`src/rtl/seq_alu_pkg.sv`:
```
// Shared definitions for the sequential ALU: opcodes, error bit positions,
// controller states and the signed-overflow helper used by the add/sub path.
package seq_alu_pkg;

    localparam logic [3:0] OP_ADD = 4'b0001;
    localparam logic [3:0] OP_SUB = 4'b0010;
    localparam logic [3:0] OP_MUL = 4'b0011;
    localparam logic [3:0] OP_DIV = 4'b0100;
    localparam logic [3:0] OP_MOD = 4'b0101;

    localparam int ERR_OVF  = 0;
    localparam int ERR_DIV0 = 1;

    typedef enum logic [1:0] {
        ST_IDLE = 2'b00,
        ST_ONE  = 2'b01,
        ST_ITER = 2'b10
    } state_t;

    // Two's complement overflow: both addends share a sign that the sum lost.
    function automatic logic signed_ovf(input logic a_msb, input logic b_msb, input logic s_msb);
        return (a_msb == b_msb) && (s_msb != a_msb);
    endfunction

endpackage

```
`src/rtl/alu_iter_unit.sv`:
```
// Iterative multiply / divide engine. One 2*WIDTH register is shared:
//   MUL: {partial product high half, multiplier} shifted right, shift-add.
//   DIV: {partial remainder, dividend/quotient} shifted left, restoring subtract.
// The outputs show the value the register will hold after the step in
// progress, so the controller can capture the final result on the last step.
module alu_iter_unit
    import seq_alu_pkg::*;
#(
    parameter int WIDTH = 16
) (
    input  logic                 clk,
    input  logic                 rst_n,
    input  logic                 load,
    input  logic                 step,
    input  logic                 mode_div,
    input  logic [WIDTH-1:0]     a,
    input  logic [WIDTH-1:0]     b,
    output logic [2*WIDTH-1:0]   product,
    output logic [WIDTH-1:0]     quotient,
    output logic [WIDTH-1:0]     remainder
);

    localparam int W2 = 2 * WIDTH;

    logic [W2-1:0]    acc_r;
    logic [WIDTH-1:0] opb_r;
    logic             mode_div_r;

    logic [WIDTH:0]   add_s;
    logic [WIDTH:0]   trial_s;
    logic [W2-1:0]    mul_next_s;
    logic [W2-1:0]    div_next_s;

    // Next-step values for both modes: shift-add for MUL, restoring subtract for DIV.
    always_comb begin
        add_s      = {1'b0, acc_r[W2-1:WIDTH]} + {1'b0, opb_r};
        trial_s    = acc_r[W2-1:WIDTH-1] - {1'b0, opb_r};
        mul_next_s = {W2{1'b0}};
        div_next_s = {W2{1'b0}};
        if (acc_r[0]) begin
            mul_next_s = {add_s, acc_r[WIDTH-1:1]};
        end else begin
            mul_next_s = {1'b0, acc_r[W2-1:1]};
        end
        if (trial_s[WIDTH]) begin
            div_next_s = {acc_r[W2-2:0], 1'b0};
        end else begin
            div_next_s = {trial_s[WIDTH-1:0], acc_r[WIDTH-2:0], 1'b1};
        end
    end

    assign product   = mul_next_s;
    assign quotient  = div_next_s[WIDTH-1:0];
    assign remainder = div_next_s[W2-1:WIDTH];

    // Operand load on accept, then one iteration per enabled step.
    always_ff @(posedge clk or negedge rst_n) begin
        if (!rst_n) begin
            acc_r      <= {W2{1'b0}};
            opb_r      <= {WIDTH{1'b0}};
            mode_div_r <= 1'b0;
        end else if (load) begin
            mode_div_r <= mode_div;
            if (mode_div) begin
                acc_r <= {{WIDTH{1'b0}}, a};
                opb_r <= b;
            end else begin
                acc_r <= {{WIDTH{1'b0}}, b};
                opb_r <= a;
            end
        end else if (step) begin
            if (mode_div_r) begin
                acc_r <= div_next_s;
            end else begin
                acc_r <= mul_next_s;
            end
        end
    end

endmodule

```
`src/rtl/seq_alu.sv`:
```
// Multi-cycle ALU with start/busy/done handshake. ADD, SUB, NOP and
// divide-by-zero finish one edge after accept; MUL/DIV/MOD run WIDTH
// iterations in alu_iter_unit. Results and error code are registered and
// held until the next completion.
module seq_alu
    import seq_alu_pkg::*;
#(
    parameter int WIDTH = 16
) (
    input  logic                 clk,
    input  logic                 rst_n,
    input  logic                 start,
    input  logic [3:0]           opcode,
    input  logic [WIDTH-1:0]     a,
    input  logic [WIDTH-1:0]     b,
    output logic                 busy,
    output logic                 done,
    output logic [2*WIDTH-1:0]   c,
    output logic [1:0]           error
);

    localparam int W2    = 2 * WIDTH;
    localparam int CNT_W = $clog2(WIDTH + 1);

    state_t             state_r;
    logic [CNT_W-1:0]   cnt_r;
    logic [3:0]         op_r;
    logic [WIDTH-1:0]   a_r;
    logic [WIDTH-1:0]   b_r;
    logic               busy_r;
    logic               done_r;
    logic [W2-1:0]      c_r;
    logic [1:0]         err_r;

    logic               accept_s;
    logic               to_iter_s;
    logic               sub_s;
    logic [WIDTH-1:0]   b_eff_s;
    logic [WIDTH-1:0]   sum_s;
    logic [W2-1:0]      one_c_s;
    logic [1:0]         one_err_s;
    logic [W2-1:0]      iter_c_s;
    logic [W2-1:0]      product_s;
    logic [WIDTH-1:0]   quotient_s;
    logic [WIDTH-1:0]   remainder_s;

    // Accept decode and routing: MUL, and DIV/MOD with a non-zero divisor, iterate.
    always_comb begin
        accept_s  = (state_r == ST_IDLE) && start;
        to_iter_s = 1'b0;
        if ((opcode == OP_MUL) ||
            (((opcode == OP_DIV) || (opcode == OP_MOD)) && (b != {WIDTH{1'b0}}))) begin
            to_iter_s = 1'b1;
        end else begin
            to_iter_s = 1'b0;
        end
    end

    // Single-step results: add/sub with sign extension, divide-by-zero, NOP.
    always_comb begin
        sub_s     = (op_r == OP_SUB);
        b_eff_s   = sub_s ? ~b_r : b_r;
        sum_s     = a_r + b_eff_s + {{(WIDTH-1){1'b0}}, sub_s};
        one_c_s   = {W2{1'b0}};
        one_err_s = 2'b00;
        case (op_r)
            OP_ADD, OP_SUB: begin
                one_c_s            = {{WIDTH{sum_s[WIDTH-1]}}, sum_s};
                one_err_s[ERR_OVF] = signed_ovf(a_r[WIDTH-1], b_eff_s[WIDTH-1], sum_s[WIDTH-1]);
            end
            OP_DIV, OP_MOD: begin
                // Only reaches the single-step path when the divisor is zero.
                one_err_s[ERR_DIV0] = 1'b1;
            end
            default: begin
                one_c_s   = {W2{1'b0}};
                one_err_s = 2'b00;
            end
        endcase
    end

    // Result selection from the iterative engine on its final step.
    always_comb begin
        iter_c_s = {W2{1'b0}};
        case (op_r)
            OP_MUL:  iter_c_s = product_s;
            OP_DIV:  iter_c_s = {{WIDTH{1'b0}}, quotient_s};
            OP_MOD:  iter_c_s = {{WIDTH{1'b0}}, remainder_s};
            default: iter_c_s = {W2{1'b0}};
        endcase
    end

    alu_iter_unit #(
        .WIDTH (WIDTH)
    ) u_iter (
        .clk       (clk),
        .rst_n     (rst_n),
        .load      (accept_s),
        .step      (state_r == ST_ITER),
        .mode_div  (opcode != OP_MUL),
        .a         (a),
        .b         (b),
        .product   (product_s),
        .quotient  (quotient_s),
        .remainder (remainder_s)
    );

    // Controller: accept, iteration count and registered handshake/result outputs.
    always_ff @(posedge clk or negedge rst_n) begin
        if (!rst_n) begin
            state_r <= ST_IDLE;
            cnt_r   <= {CNT_W{1'b0}};
            op_r    <= 4'b0000;
            a_r     <= {WIDTH{1'b0}};
            b_r     <= {WIDTH{1'b0}};
            busy_r  <= 1'b0;
            done_r  <= 1'b0;
            c_r     <= {W2{1'b0}};
            err_r   <= 2'b00;
        end else begin
            done_r <= 1'b0;
            case (state_r)
                ST_IDLE: begin
                    if (start) begin
                        op_r   <= opcode;
                        a_r    <= a;
                        b_r    <= b;
                        busy_r <= 1'b1;
                        if (to_iter_s) begin
                            state_r <= ST_ITER;
                            cnt_r   <= CNT_W'(WIDTH);
                        end else begin
                            state_r <= ST_ONE;
                        end
                    end
                end
                ST_ONE: begin
                    c_r     <= one_c_s;
                    err_r   <= one_err_s;
                    done_r  <= 1'b1;
                    busy_r  <= 1'b0;
                    state_r <= ST_IDLE;
                end
                ST_ITER: begin
                    cnt_r <= cnt_r - CNT_W'(1);
                    if (cnt_r == CNT_W'(1)) begin
                        c_r     <= iter_c_s;
                        err_r   <= 2'b00;
                        done_r  <= 1'b1;
                        busy_r  <= 1'b0;
                        state_r <= ST_IDLE;
                    end
                end
                default: begin
                    state_r <= ST_IDLE;
                    busy_r  <= 1'b0;
                end
            endcase
        end
    end

    assign busy  = busy_r;
    assign done  = done_r;
    assign c     = c_r;
    assign error = err_r;

endmodule

```
`config.mk`:
```
export PLATFORM = sky130hd
export DESIGN_NAME = seq_alu
export DESIGN_NICKNAME = d
export VERILOG_FILES = /design/src/rtl/seq_alu_pkg.sv /design/src/rtl/alu_iter_unit.sv /design/src/rtl/seq_alu.sv
export SDC_FILE = /design/constraint.sdc
export NUM_CORES = 1
export LEC_CHECK = 0
export ABC_AREA = 1
export CAP_MARGIN = 20
export CORE_MARGIN = 4
export CORE_UTILIZATION = 40
export DETAILED_ROUTE_END_ITERATION = 8
export PLACE_DENSITY = 0.68
export REMOVE_ABC_BUFFERS = 1
export SKIP_LAST_GASP = 1
export SYNTH_ARGS = -nofsm -noshare
export SYNTH_HDL_FRONTEND = slang
export SYNTH_SLANG_ARGS = --single-unit
```
`constraint.sdc`:
```
create_clock -name clk -period 4.55 [get_ports clk]
set_input_delay 0.91 -clock clk [delete_from_list [all_inputs] [get_ports clk]]
set_output_delay 0.91 -clock clk [all_outputs]
set_load 0.005 [all_outputs]
```
==> run_1/met1.png <==
Bar = 50 µm.
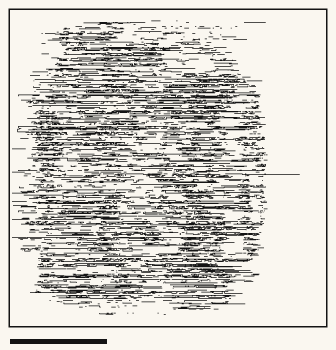
wire length on this layer	13500 µm
nets with wire on the layer	1454
share of all routed wire	44%
main direction	horizontal
longest straight run	47.4 µm

==> run_1/met2.png <==
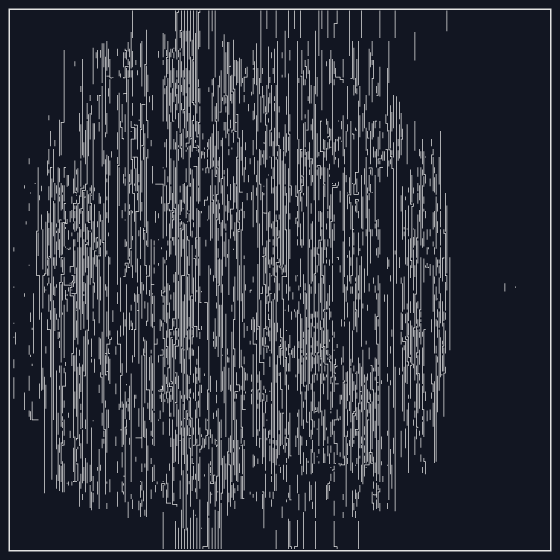
nets with wire on the layer	1252
longest straight run	77.5 µm
grt met2 use: 0.382
wire length after detailed routing: 30400 µm
via count: 9532

==> reports/README.md, run 1 <==
| Quantity | This run |
| --- | --- |
| Average size of a mapped cell | 6.90 µm² |
| Ys cells | 1391 |
| Max Clock Freq | 0.296 GHz |
| Distinct lib cells used | 40 |
| Total track usage | 0.229 |
| Dominant kind of combinational cell | simple AND/OR/NAND/NOR gates |
| Well-tap cell count | 319 |
| Number of sinks driven by the clock tree | 128 |
| Met1 usage | 0.310 |
| Min Tclk post-route | 3.38 ns |
| H-tree levels | 4 |
| Hold-fix buffers, CTS | 0 |
| Yosys top cell by instances | nand2_1 |
| Cts bufs inserted | 17 |
| ANT cells | 0 |
| Worst hold-check slack | 0.472 ns |
| Detailed-placement wirelength estimate | 23200 µm |
| Buffers, non-clock | 89 |
| GR peak layer | met2 |
| Final setup vio count | 0 |
| Worst-case setup margin in the final layout | 1.17 ns |
| Post-synthesis share of cell area spent on and-or and or-and gates | 0.185 |
| Share of cell area taken by multi-input logic gates | 0.480 |
| Cell with the most instances on the worst path | a21oi_1 |
| Count of pins over their slew limit | 0 |
| Register bit count reported by yosys | 128 |
| Area fraction in full adders, half adders and majority gates | 0.0766 |
| EDFF count, synth | 0 |
| Arrival @ worst endpoint | 3.65 ns |
| Per-cell routed wire length | 17.0 µm |
| Maximum root-to-sink buffer count | 2 |
| Mux cell area share | 0 |
| Status | completed |
| Count of input and output buffers | 74 |
| Setup TNS after final layout | 0 ns |
| Worst rel slew slack | 0.368 |
| Largest net degree at the start of global routing | 64 |
| Count of filler cells inserted in the layout | 2393 |
==> run_1/met3.png <==
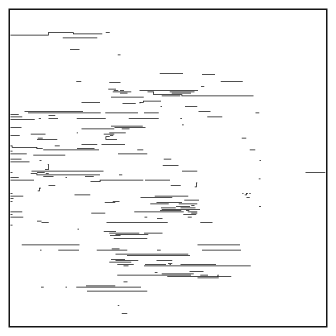
share of all routed wire	5.7%
nets with wire on the layer	137
longest straight run	54.7 µm

==> run_1/met4.png <==
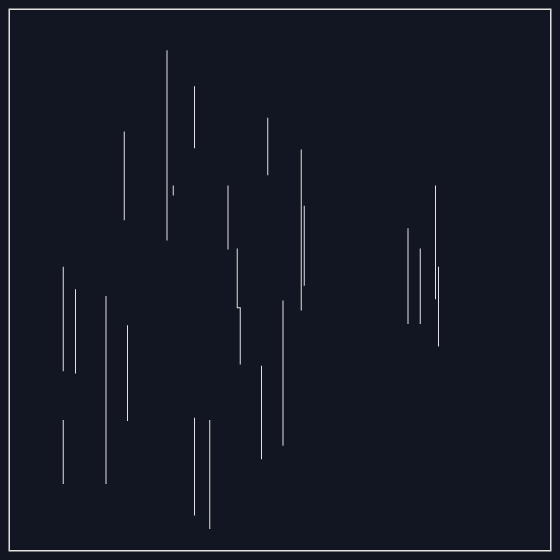
nets with wire on the layer	16
longest straight run	57.1 µm

==> run 1: cell usage in the layout (no fill, tap or decap), types with 5 or more instances in the layout <==
cell             Yosys  layout
nand2_1            400     400
inv_1              206     206
dfrtp_1            128     128
nor2_1             114     113
a21oi_1             86      86
o21ai_0             79      79
nand3_1             76      76
clkdlybuf4s50_1      0      73
ha_1                54      54
o22ai_1             40      40
xor2_1              22      22
o21bai_1            20      20
clkbuf_16            0      17
a221oi_1            15      15
a22oi_1             15      15
buf_4                1      14
nand4_1             11      11
xnor2_1             10      10
a21oi_4             10      10
nor3_1               9       9
nand2_2              6       6
a21boi_0             5       5
o21ai_1              5       5
a21o_1               5       5
nor2_2               4       5
==> run 1: flip-flops by register name, summed over array words and instances, names as in the netlist <==
register / cells
a_r: 16
b_r: 16
busy: 1
c: 32
cnt_r: 5
done: 1
error: 2
op_r: 4
state_r: 2
u_iter.acc_r: 32
u_iter.mode_div_r: 1
u_iter.opb_r: 16
==> run 1: layer usage <==
layer / part of all wire / up-vias
met4: 0.021 / 0
met3: 0.057 / 50
met5: 0 / -
met2: 0.48 / 318
met1: 0.44 / 4524
li1: - / 4640
==> run 1: power breakdown <==
| part | switching, mW | internal [mW] |
|---|---|---|
| Clock | 0.521 | 0.936 |
| Sequential | 0.471 | 1.70 |
| Combinational | 4.05 | 2.28 |
| Total | 5.04 | 4.92 |
==> run 1: path summary, 6_finish.rpt <==
check | from | endpoint | cells past startpoint
setup / recovery | op_r[3] | c[19] | 12
hold / removal | rst_n | c[30] | 1
setup reg to reg | op_r[3] | c[19] | 12
hold reg to reg | busy | busy | 2
max in group asynchronous | rst_n | u_iter.opb_r[9] | 2
min in group clk | busy | busy | 2
==> inputs of run 2 (changes only) <==
Clock period 4.55 ns to 3.5 ns, I/O delays scaled along.
==> run_2/final_congestion.png <==
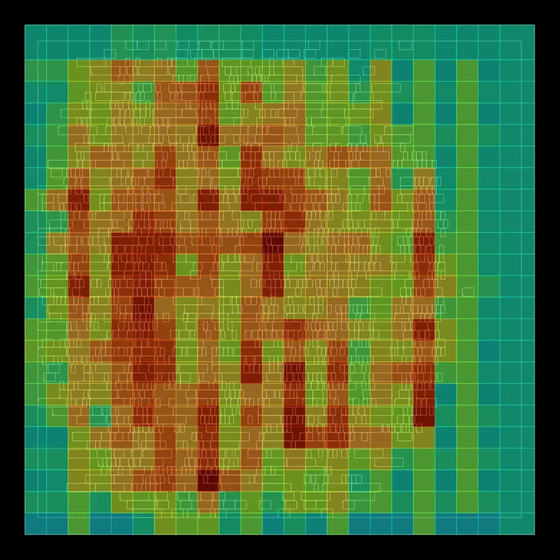
met1 usage: 0.301
grt met2 use: 0.377
met3 track demand over resource in global routing: 0.0382

==> run_2/met1.png <==
Bar = 50 µm.
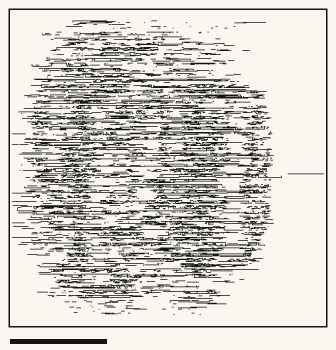
longest straight run	47.8 µm
nets with wire on the layer	1479
wire length on this layer	12900 µm
main direction	horizontal
share of all routed wire	43%

==> run_2/met4.png <==
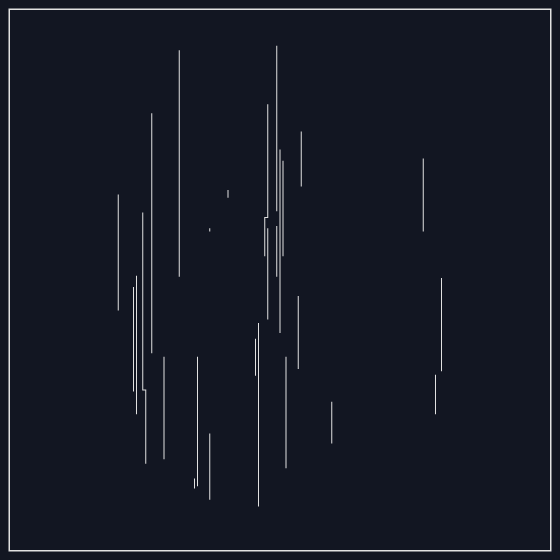
share of all routed wire	2.9%
longest straight run	72.1 µm
wire length on this layer	851 µm
main direction	vertical
via count: 9558
wire length after detailed routing: 29700 µm

==> reports/README.md, run 2 <==
| Quantity | This run | Change |
| --- | --- | --- |
| Buffers, non-clock | 94 | +5.6% |
| Sw Pwr | 6.54 mW | +30% |
| Total track usage | 0.227 | -0.00164 |
| Ys cells | 1391 | unchanged |
| Count of filler cells inserted in the layout | 2386 | -0.29% |
| Final setup vio count | 0 | unchanged |
| Register bit count reported by yosys | 128 | unchanged |
| I/O Pins | 75 |  |
| Total congestion overflow after global routing | 0 |  |
| Share of cell area taken by multi-input logic gates | 0.477 | -0.00254 |
| Max-area cell share | 0.334 |  |
| Detailed-placement wirelength estimate | 22800 µm | -1.8% |
| Part of the total power dissipated in the clock network | 0.148 | +0.002 |
| Data-path buffer share of cell area in the final layout | 0.0797 |  |
| Number of sinks driven by the clock tree | 128 | unchanged |
| Average size of a mapped cell | 6.90 µm² | unchanged |
| Distinct lib cells used | 40 | unchanged |
| Predominant post-synthesis flop cell | dfrtp_1 |  |
| Number of warning messages in the logs | 31 |  |
| H-tree levels | 4 | unchanged |
| Switching power share of the total | 0.505 | -0.00116 |
| Critical path startpoint category | flip-flop |  |
| Internal power of the cells | 6.42 mW | +30% |
| Count of pins over their slew limit | 0 | unchanged |
| Worst-case setup margin in the final layout | 0.462 ns | -0.705 ns |
| Share of total power in sequential cells | 0.211 | -0.007 |
| Min Tclk post-route | 3.04 ns | -0.345 ns |
| Max Clock Freq | 0.329 GHz | +11% |
| ANT cells | 0 | unchanged |
| Maximum root-to-sink buffer count | 2 | unchanged |
| # rows | 56 |  |
| Arrival @ worst endpoint | 3.34 ns | -0.31 ns |
| Yosys top cell by instances | nand2_1 |  |
| Hold-fix buffers, CTS | 0 | unchanged |
| Cts bufs inserted | 17 | unchanged |
| Initial antenna violation count | 0 |  |
| Worst hold-check slack | 0.287 ns | -0.184 ns |
| Largest net degree at the start of global routing | 74 | +16% |
| Chip Footprint | 26500 µm² |  |
| Logic pwr share | 0.641 | +0.005 |
| Layout-stage area growth over the synthesis result | 18.2% |  |
| Synth Seq Share | 0.334 |  |
| Status | completed |  |
[run 2: cell families (layout without fill, tap and decap cells)]
kind of cell / Yosys count / count (layout) / share of synthesized area
buf+inv: 254 / 337 / 0.102
simple gates: 634 / 634 / 0.273
fa+ha+maj: 57 / 57 / 0.0766
flops: 128 / 128 / 0.334
compound gates: 286 / 286 / 0.185
xor+xnor: 32 / 32 / 0.0292
[run 2: layer usage]
layer,GRT usage,share of wire
met5,0,0
met4,0.0774,0.029
met3,0.0382,0.065
met2,0.377,0.47
met1,0.301,0.43
[run 2: final timing paths]
path / startpoint / end / slack [ns]
setup / recovery: op_r[3] / c[17] / 0.46
hold / removal: rst_n / u_iter.opb_r[15] / 0.29
setup reg to reg: op_r[3] / c[17] / 0.46
hold reg to reg: a_r[10] / a_r[10] / 0.49
max in group asynchronous: rst_n / c[2] / 2.44
min in group clk: a_r[10] / a_r[10] / 0.49
[run 2: metrics by stage]
stage / std cells / setup TNS, ns
3_5_place_dp: 1761 / 0
2_1_floorplan: 1348 / -5.90
3_3_place_gp: 1761 / 0
6_report: 1793 / 0
5_1_grt: 1793 / 0
4_1_cts: 1793 / 0
[run 2: power by group through the flow]
stage	Sequential, mW	Combinational [mW]	Clock, mW
after global routing	2.82	9.33	2.00
after CTS	2.73	8.20	1.93
after detailed placement	2.75	8.14	0
final	2.74	8.31	1.91
after global placement	2.73	8.06	0
after floorplan	2.66	5.75	0
[run 2: critical path, cell delays in order, from the launching register on]
cell and delay (ns):
dfrtp_1 0.40, nor2_2 0.20, nand2_4 0.21, xor2_1 0.21, ha_1 0.36, a21oi_1 0.22
o21ai_0 0.13, a21oi_1 0.30, nand3_2 0.13, nand2_1 0.09, nor2_2 0.05, nor2_4 0.08
buf_4 0.39, a21oi_1 0.12
==> inputs of run 3 (changes only) <==
Settings changed: CAP_MARGIN 20 to 40.
==> run_3/met3.png <==
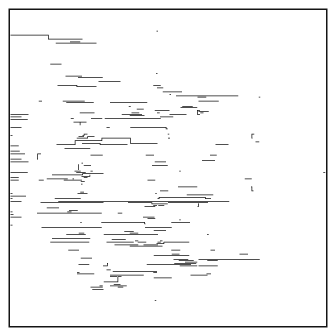
longest straight run	87.9 µm
wire length on this layer	1550 µm
via count: 9612
met3 track demand over resource in global routing: 0.0357

==> run_3/met1.png <==
Bar = 50 µm.
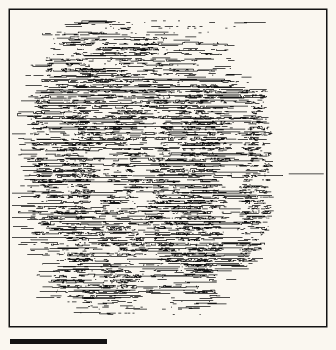
longest straight run	72.2 µm
wire length on this layer	13200 µm
main direction	horizontal
nets with wire on the layer	1469
share of all routed wire	44%

==> run_3/met4.png <==
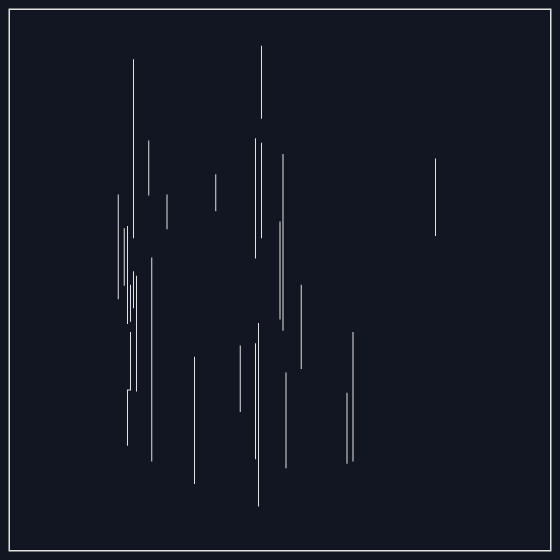
main direction	vertical
share of all routed wire	2.6%
longest straight run	61.2 µm
wire length after detailed routing: 29700 µm

==> reports/README.md, run 3 <==
| Quantity | This run | Change |
| --- | --- | --- |
| H-tree levels | 4 | unchanged |
| Worst setup path endpoint | c[17] |  |
| Total track usage | 0.228 | +0.00106 |
| Largest net degree at the start of global routing | 74 | unchanged |
| Sw Pwr | 6.55 mW | about the same |
| Switching power share of the total | 0.513 | +0.00762 |
| Max Clock Freq | 0.332 GHz | +0.82% |
| Max-area cell share | 0.334 | unchanged |
| Worst-case setup margin in the final layout | 0.486 ns | +0.0246 ns |
| Critical-path top delay cell | dfrtp_1 |  |
| Total congestion overflow after global routing | 0 | unchanged |
| Cts bufs inserted | 17 | unchanged |
| Reg-to-Reg End | c[17] |  |
| Count of filler cells inserted in the layout | 2413 | +1.1% |
| Setup TNS after final layout | 0 ns | unchanged |
| Chip Footprint | 26500 µm² | unchanged |
| Status | completed |  |
| Distinct lib cells used | 40 | unchanged |
| Cell total after placement | 1762 | +0.057% |
| Layout-stage area growth over the synthesis result | 17.6% |  |
| Ys cells | 1391 | unchanged |
| I/O Pins | 75 | unchanged |
| Share of total power in sequential cells | 0.214 | +0.003 |
| Register-to-register setup slack | 0.49 ns | +0.02 ns |
| Logic pwr share | 0.651 | +0.010 |
| Hold-fix buffers, CTS | 0 | unchanged |
| Final setup vio count | 0 | unchanged |
| Crit path cell chain | nor2_2 > nand2_4 > xor2_1 > ha_1 > a21oi_1 > o21ai_0 > a21oi_1 > nand3_2 > nand2_1 > nor2_2 > nor2_4 > buf_4 > a21oi_1 |  |
| Detailed-placement wirelength estimate | 22800 µm | +0.27% |
| Worst hold-check slack | 0.296 ns | +0.00896 ns |
| Average size of a mapped cell | 6.90 µm² | unchanged |
| Predominant post-synthesis flop cell | dfrtp_1 |  |
| Min Tclk post-route | 3.01 ns | -0.0246 ns |
| Cell with the most instances on the worst path | a21oi_1 |  |
| Part of the total power dissipated in the clock network | 0.134 | -0.014 |
| ANT cells | 0 | unchanged |
| Number of warning messages in the logs | 31 | unchanged |
| Initial antenna violation count | 0 | unchanged |
| Arrival @ worst endpoint | 3.31 ns | -0.03 ns |
| Number of sinks driven by the clock tree | 128 | unchanged |
| Count of pins over their slew limit | 0 | unchanged |
| Synth Seq Share | 0.334 | unchanged |
| Max stage delay on crit path | 0.40 ns | about the same |
## run 3: cell counts after synthesis
No cell type changed its count.
## run 3: kinds of logic (layout without fill, tap and decap cells)
kind of cell | after synthesis | in the layout | synth area share
flops | 128 | 128 | 0.334
xor+xnor | 32 | 32 | 0.0292
buf+inv | 254 | 338 | 0.102
simple gates | 634 | 634 | 0.273
fa+ha+maj | 57 | 57 | 0.0766
compound gates | 286 | 286 | 0.185
## run 3: power by group through the flow
stage | Combinational [mW] | Sequential [mW] | Clock [mW]
5_1_grt | 9.36 | 2.82 | 1.81
3_3_place_gp | 8.06 | 2.73 | 0
4_1_cts | 8.22 | 2.73 | 1.74
2_1_floorplan | 5.75 | 2.66 | 0
3_5_place_dp | 8.16 | 2.75 | 0
6_report | 8.32 | 2.74 | 1.72
## run 3: critical path: cells and delay by family (launching register included)
| kind | cells | cell delay (ns) |
|---|---|---|
| buffers and inverters | 1 | 0.39 |
| XOR/XNOR | 1 | 0.20 |
| AND-OR/OR-AND | 4 | 0.77 |
| adder cells (fa/ha/maj) | 1 | 0.36 |
| flip-flops | 1 | 0.40 |
| AND/OR/NAND/NOR | 6 | 0.74 |
## run 3: per-layer routing
layer	part of all wire	wire length, µm	track usage
met1	0.44	13200	0.305
met2	0.48	14200	0.381
met3	0.052	1550	0.0357
met4	0.026	774	0.0713
met5	0	0	0
## run 3: final cells by class
cell class	instances	share of cell area
multi-input cells	1009	0.480
flip-flops and latches	128	0.284
repair buffers	95	0.0808
inverters	211	0.0701
clock buffers	20	0.0404
well taps	319	0.0354
clock inverters	12	0.00975
Power is estimated from default activity; no workload was simulated.
